### Met3 routing

The bar under the picture is 20 µm long. Cells faint in the background.
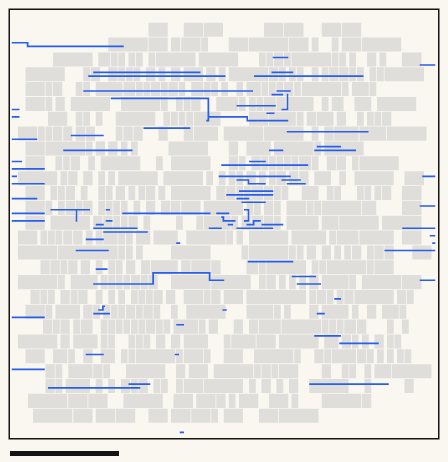
### Metal 1

The bar under the picture is 20 µm long. Supply wires on this layer in gray.
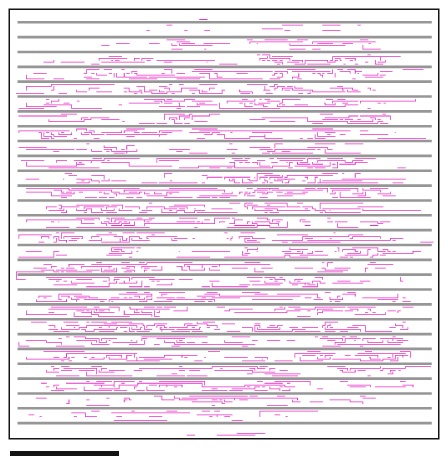
### Routing congestion map

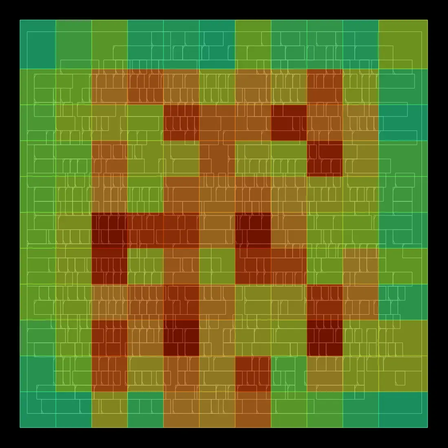
==> config.mk <==
export PLATFORM = sky130hd
export DESIGN_NAME = project_driver
export DESIGN_NICKNAME = d
export VERILOG_FILES = /design/src/rtl/project_driver.sv
export SDC_FILE = /design/constraint.sdc
export NUM_CORES = 1
export LEC_CHECK = 0
export ABC_AREA = 1
export CAP_MARGIN = 20
export CORE_UTILIZATION = 57
export DETAILED_ROUTE_END_ITERATION = 10
export PLACE_DENSITY = 0.85
export SLEW_MARGIN = 15
export SYNTH_ARGS = -nofsm -noshare
export SYNTH_HDL_FRONTEND = slang
export SYNTH_SLANG_ARGS = --single-unit
==> constraint.sdc <==
create_clock -name clk0 -period 5.8 [get_ports clk0]
set_clock_uncertainty 0.15 [all_clocks]
set_input_delay 1.74 -clock clk0 [delete_from_list [all_inputs] [get_ports clk0]]
set_output_delay 1.74 -clock clk0 [all_outputs]
set_load 0.03 [all_outputs]
==> src/rtl/project_driver.sv <==
// Initiator for the start/valor/resultado/done compute unit: runs N_OPS operations
// on an arithmetic operand sequence and accumulates the captured results.
module project_driver #(
  parameter int unsigned N_OPS       = 4,
  parameter logic [7:0]  FIRST_VALUE = 8'd3,
  parameter logic [7:0]  STEP        = 8'd1,
  parameter int unsigned TIMEOUT     = 64
) (
  input  logic        clk0,
  input  logic        rst0,
  input  logic        go,
  input  logic [7:0]  result_in,
  input  logic        done_in,
  output logic        start_out,
  output logic [7:0]  valor_out,
  output logic [7:0]  last_result,
  output logic        result_valid,
  output logic [15:0] sum_out,
  output logic [7:0]  op_count,
  output logic        busy,
  output logic        finished,
  output logic        timeout_err
);

  localparam int unsigned TW = (TIMEOUT > 2) ? $clog2(TIMEOUT) : 1;

  typedef enum logic [1:0] {
    S_IDLE,
    S_ISSUE,
    S_WAIT,
    S_FINISH
  } state_t;

  state_t        state;
  logic [7:0]    idx;
  logic [TW-1:0] timer;

  // start_out/result_valid/finished are one-cycle pulses; everything else holds.
  always_ff @(posedge clk0) begin
    if (rst0) begin
      state        <= S_IDLE;
      idx          <= 8'd0;
      timer        <= '0;
      start_out    <= 1'b0;
      valor_out    <= 8'd0;
      last_result  <= 8'd0;
      result_valid <= 1'b0;
      sum_out      <= 16'd0;
      op_count     <= 8'd0;
      busy         <= 1'b0;
      finished     <= 1'b0;
      timeout_err  <= 1'b0;
    end else begin
      start_out    <= 1'b0;
      result_valid <= 1'b0;
      finished     <= 1'b0;
      case (state)
        S_IDLE: begin
          if (go) begin
            valor_out   <= FIRST_VALUE;
            sum_out     <= 16'd0;
            op_count    <= 8'd0;
            timeout_err <= 1'b0;
            idx         <= 8'd0;
            start_out   <= 1'b1;
            busy        <= 1'b1;
            state       <= S_ISSUE;
          end
        end
        S_ISSUE: begin
          timer <= '0;
          state <= S_WAIT;
        end
        S_WAIT: begin
          // A done arriving on the expiry cycle still counts as a capture.
          if (done_in) begin
            last_result  <= result_in;
            result_valid <= 1'b1;
            sum_out      <= sum_out + 16'(result_in);
            op_count     <= op_count + 8'd1;
            if (idx == 8'(N_OPS - 1)) begin
              finished <= 1'b1;
              state    <= S_FINISH;
            end else begin
              idx       <= idx + 8'd1;
              valor_out <= valor_out + STEP;
              start_out <= 1'b1;
              state     <= S_ISSUE;
            end
          end else if (timer == TW'(TIMEOUT - 1)) begin
            timeout_err <= 1'b1;
            finished    <= 1'b1;
            state       <= S_FINISH;
          end else begin
            timer <= timer + 1'b1;
          end
        end
        S_FINISH: begin
          busy  <= 1'b0;
          state <= S_IDLE;
        end
        default: state <= S_IDLE;
      endcase
    end
  end

endmodule

==> results.cfg <==
; generated from flow reports
[clock_network]
cts_buffer_depth = 2
cts_setup_buffers = 0
cts_buffers = 9
clock_latency_ps = 340
cts_resized = 0
htree_levels = 3
cts_tree = done
cts_root_buf = clkbuf_8
cts_sinks = 61
hold_buffers = 0
path_clk_slew_ps = 60

[drt]
drt_iter0_markers = 261
postRouteAntennaNets = 0
dr.max_layer_used = met4
drc = 0
wl_met1_um = 3470
wl_met3_um = 545
drt_first_pass_iters = 5
routed-wl-met2_um = 4030
via_per_inst = 5.44

[flow_run]
maxCapViolCount = 0
tool_warnings = 26

[placed_design]
place.gp.congestion = 0.926
dpl.hpwl_um = 5630
port_buffers = 56
post_dp_cell_area_um2 = 3930

[final_layout]
layout_top_cells = 133 x nand2_1, 61 x dfxtp_1, 58 x nor2_1, 57 x inv_1, 56 x clkdlybuf4s50_1
drive_gt1_frac = 0.0575
layout.nets = 577
area_growth_pct = 24.8
layout.cells.most_common = nand2_1
diodes = 0
final_cell_area_um2 = 4150

[sta]
relSlewSlack = 0.403
fin_crit_sh = 0.651
worst_pin_slew_ps = 892
fin_crit_ps = 3780
hold_viol = 0
timing.setup.tns_ps = 0
rsz0062_at_grt = no
fmax_ghz = 0.265
drv_slew = 0
setup_violations = 0

[power_and_ir_drop]
vdd_ir_drop_max_mv = 0.220
p_per_area_nw_per_um2 = 239
p_leak_uw = 0.00173
p_total_uw = 993

[synth]
ys_types = 37
edf_count = 0
ys_warn_count = 0
seq_area_frac_synth = 0.367
flop_cell = dfxtp_1
ys.flops = 61
yosys_area_um2 = 3330
synth_area_per_cell_um2 = 6.74
synthArstFlopShare = 0
synthesis.nets = 519
syn_area_um2 = 3330
synthCells = 494
ys_cells = 494

[worst_setup_path]
path_max_fanout = 4
cp.required_ps = 5880
r2r_cells = 11
ff2ff_setup_slack_ps = 3550
critical_path_arrival_ps = 3850
cp-start-kind = input port
path_class = input port to flip-flop
end_kind = flip-flop

[global_routing]
grt_start_max_net_pins = 29
grt_pass1_wl_um = 13500
antenna_found_initial = 0
grt-ovfl-total = 0
grt_pass1_vias = 3096

[floorplan]
fp.coreArea_um2 = 5570
initCoreUtil = 0.597
pin_count = 57
dieArea_um2 = 6150
chipWidth_um = 78.4
die_h_um = 78.4
rows = 27

[outcome]
status = finished, final reports clean

[worst_hold_path]
hold_depth = 2
worst_hold_path_type = flip-flop to flip-flop
-- 'Met3 routing' (at the start) --
main direction: horizontal
share of all routed wire: 6.6%
nets with wire on the layer: 66
GR Layer Usage met3: 0.0814
DR vias: 3,421
drt total wl: 8220 µm

-- 'Metal 1' (at the start) --
nets with wire on the layer: 537
main direction: horizontal
longest straight run: 27.6 µm
M1 GR Usage: 0.321

-- 'Routing congestion map' (at the start) --
GRT Max-Usage Layer: met2
GR Util All Layers: 0.281
met2 Use GR: 0.493
Final Util: 0.745
DR WL/cell: 13.1 µm

-- worst max-delay path: stages --
cell and delay (ps):
clkdlybuf4s50_1 490, ha_1 220, inv_1 70, fa_1 350
inv_1 120, nand2_1 60, nand3_1 110, nand2_1 80
o21ai_0 340, nand3_1 130, nand2_1 90, nor2_1 50
-- routing by layer --
| metal | global-route usage | up-vias |
|---|---|---|
| met5 | 0 | - |
| met4 | 0.111 | 0 |
| met3 | 0.0814 | 24 |
| met2 | 0.493 | 149 |
| met1 | 0.321 | 1538 |
| li1 | - | 1710 |
-- synthesized netlist by cell type (all sizes together) (2+ instances only) --
| cell | number | area, µm² |
|---|---|---|
| a21oi | 50 | 254 |
| buf | 6 | 43.8 |
| clkbuf | 4 | 15.0 |
| dfxtp | 61 | 1220 |
| ha | 12 | 150 |
| inv | 62 | 233 |
| nand2 | 136 | 542 |
| nand3 | 51 | 280 |
| nand4 | 8 | 50.1 |
| nor2 | 60 | 235 |
| nor3 | 9 | 61.3 |
| o21ai | 16 | 80.1 |
| o21bai | 2 | 15.0 |
| xor2 | 6 | 52.6 |
-- state kept, by name (all words and copies together) (netlist names) --
name          flops
finished          1
result_valid      1
last_result       8
state             2
valor_out         8
busy              1
op_count          8
idx               8
timer             6
timeout_err       1
sum_out          16
start_out         1
-- power by group --
group	switching, µW	internal (µW)
Clock	166	264
Combinational	84.7	41.6
Sequential	8.16	428
-- final timing paths --
kind / start / end
hold / removal: last_result[0] / last_result[0]
setup / recovery: result_in[0] / sum_out[12]
hold reg to reg: last_result[0] / last_result[0]
setup reg to reg: sum_out[0] / sum_out[12]
-- cell type report --
class	instances	area, µm²
repair buffers	57	568
fillers	439	1420
clock buffers	12	155
inverters	63	236
multi-input cells	360	1810
clock inverters	4	70.1
flip-flops and latches	61	1220
well taps	72	90.1
-- per-stage QoR --
step / hold slack (ps) / instances / setup WS, ps / utilization
finish: 320 / 629 / 2020 / 0.745
global route: 342 / 629 / 1880 / 0.745
CTS: 319 / 629 / 2040 / 0.745
detailed placement: 308 / 613 / 1720 / 0.705
global placement: 305 / 613 / 1810 / 0.705
floorplan: 306 / 494 / 2460 / -
-- cells by family after synthesis --
group           synth area share
compound gates             0.118
xor+xnor                  0.0184
fa+ha+maj                 0.0511
buf+inv                   0.0887
flops                      0.367
simple gates               0.357
Power is estimated from default activity; no workload was simulated.
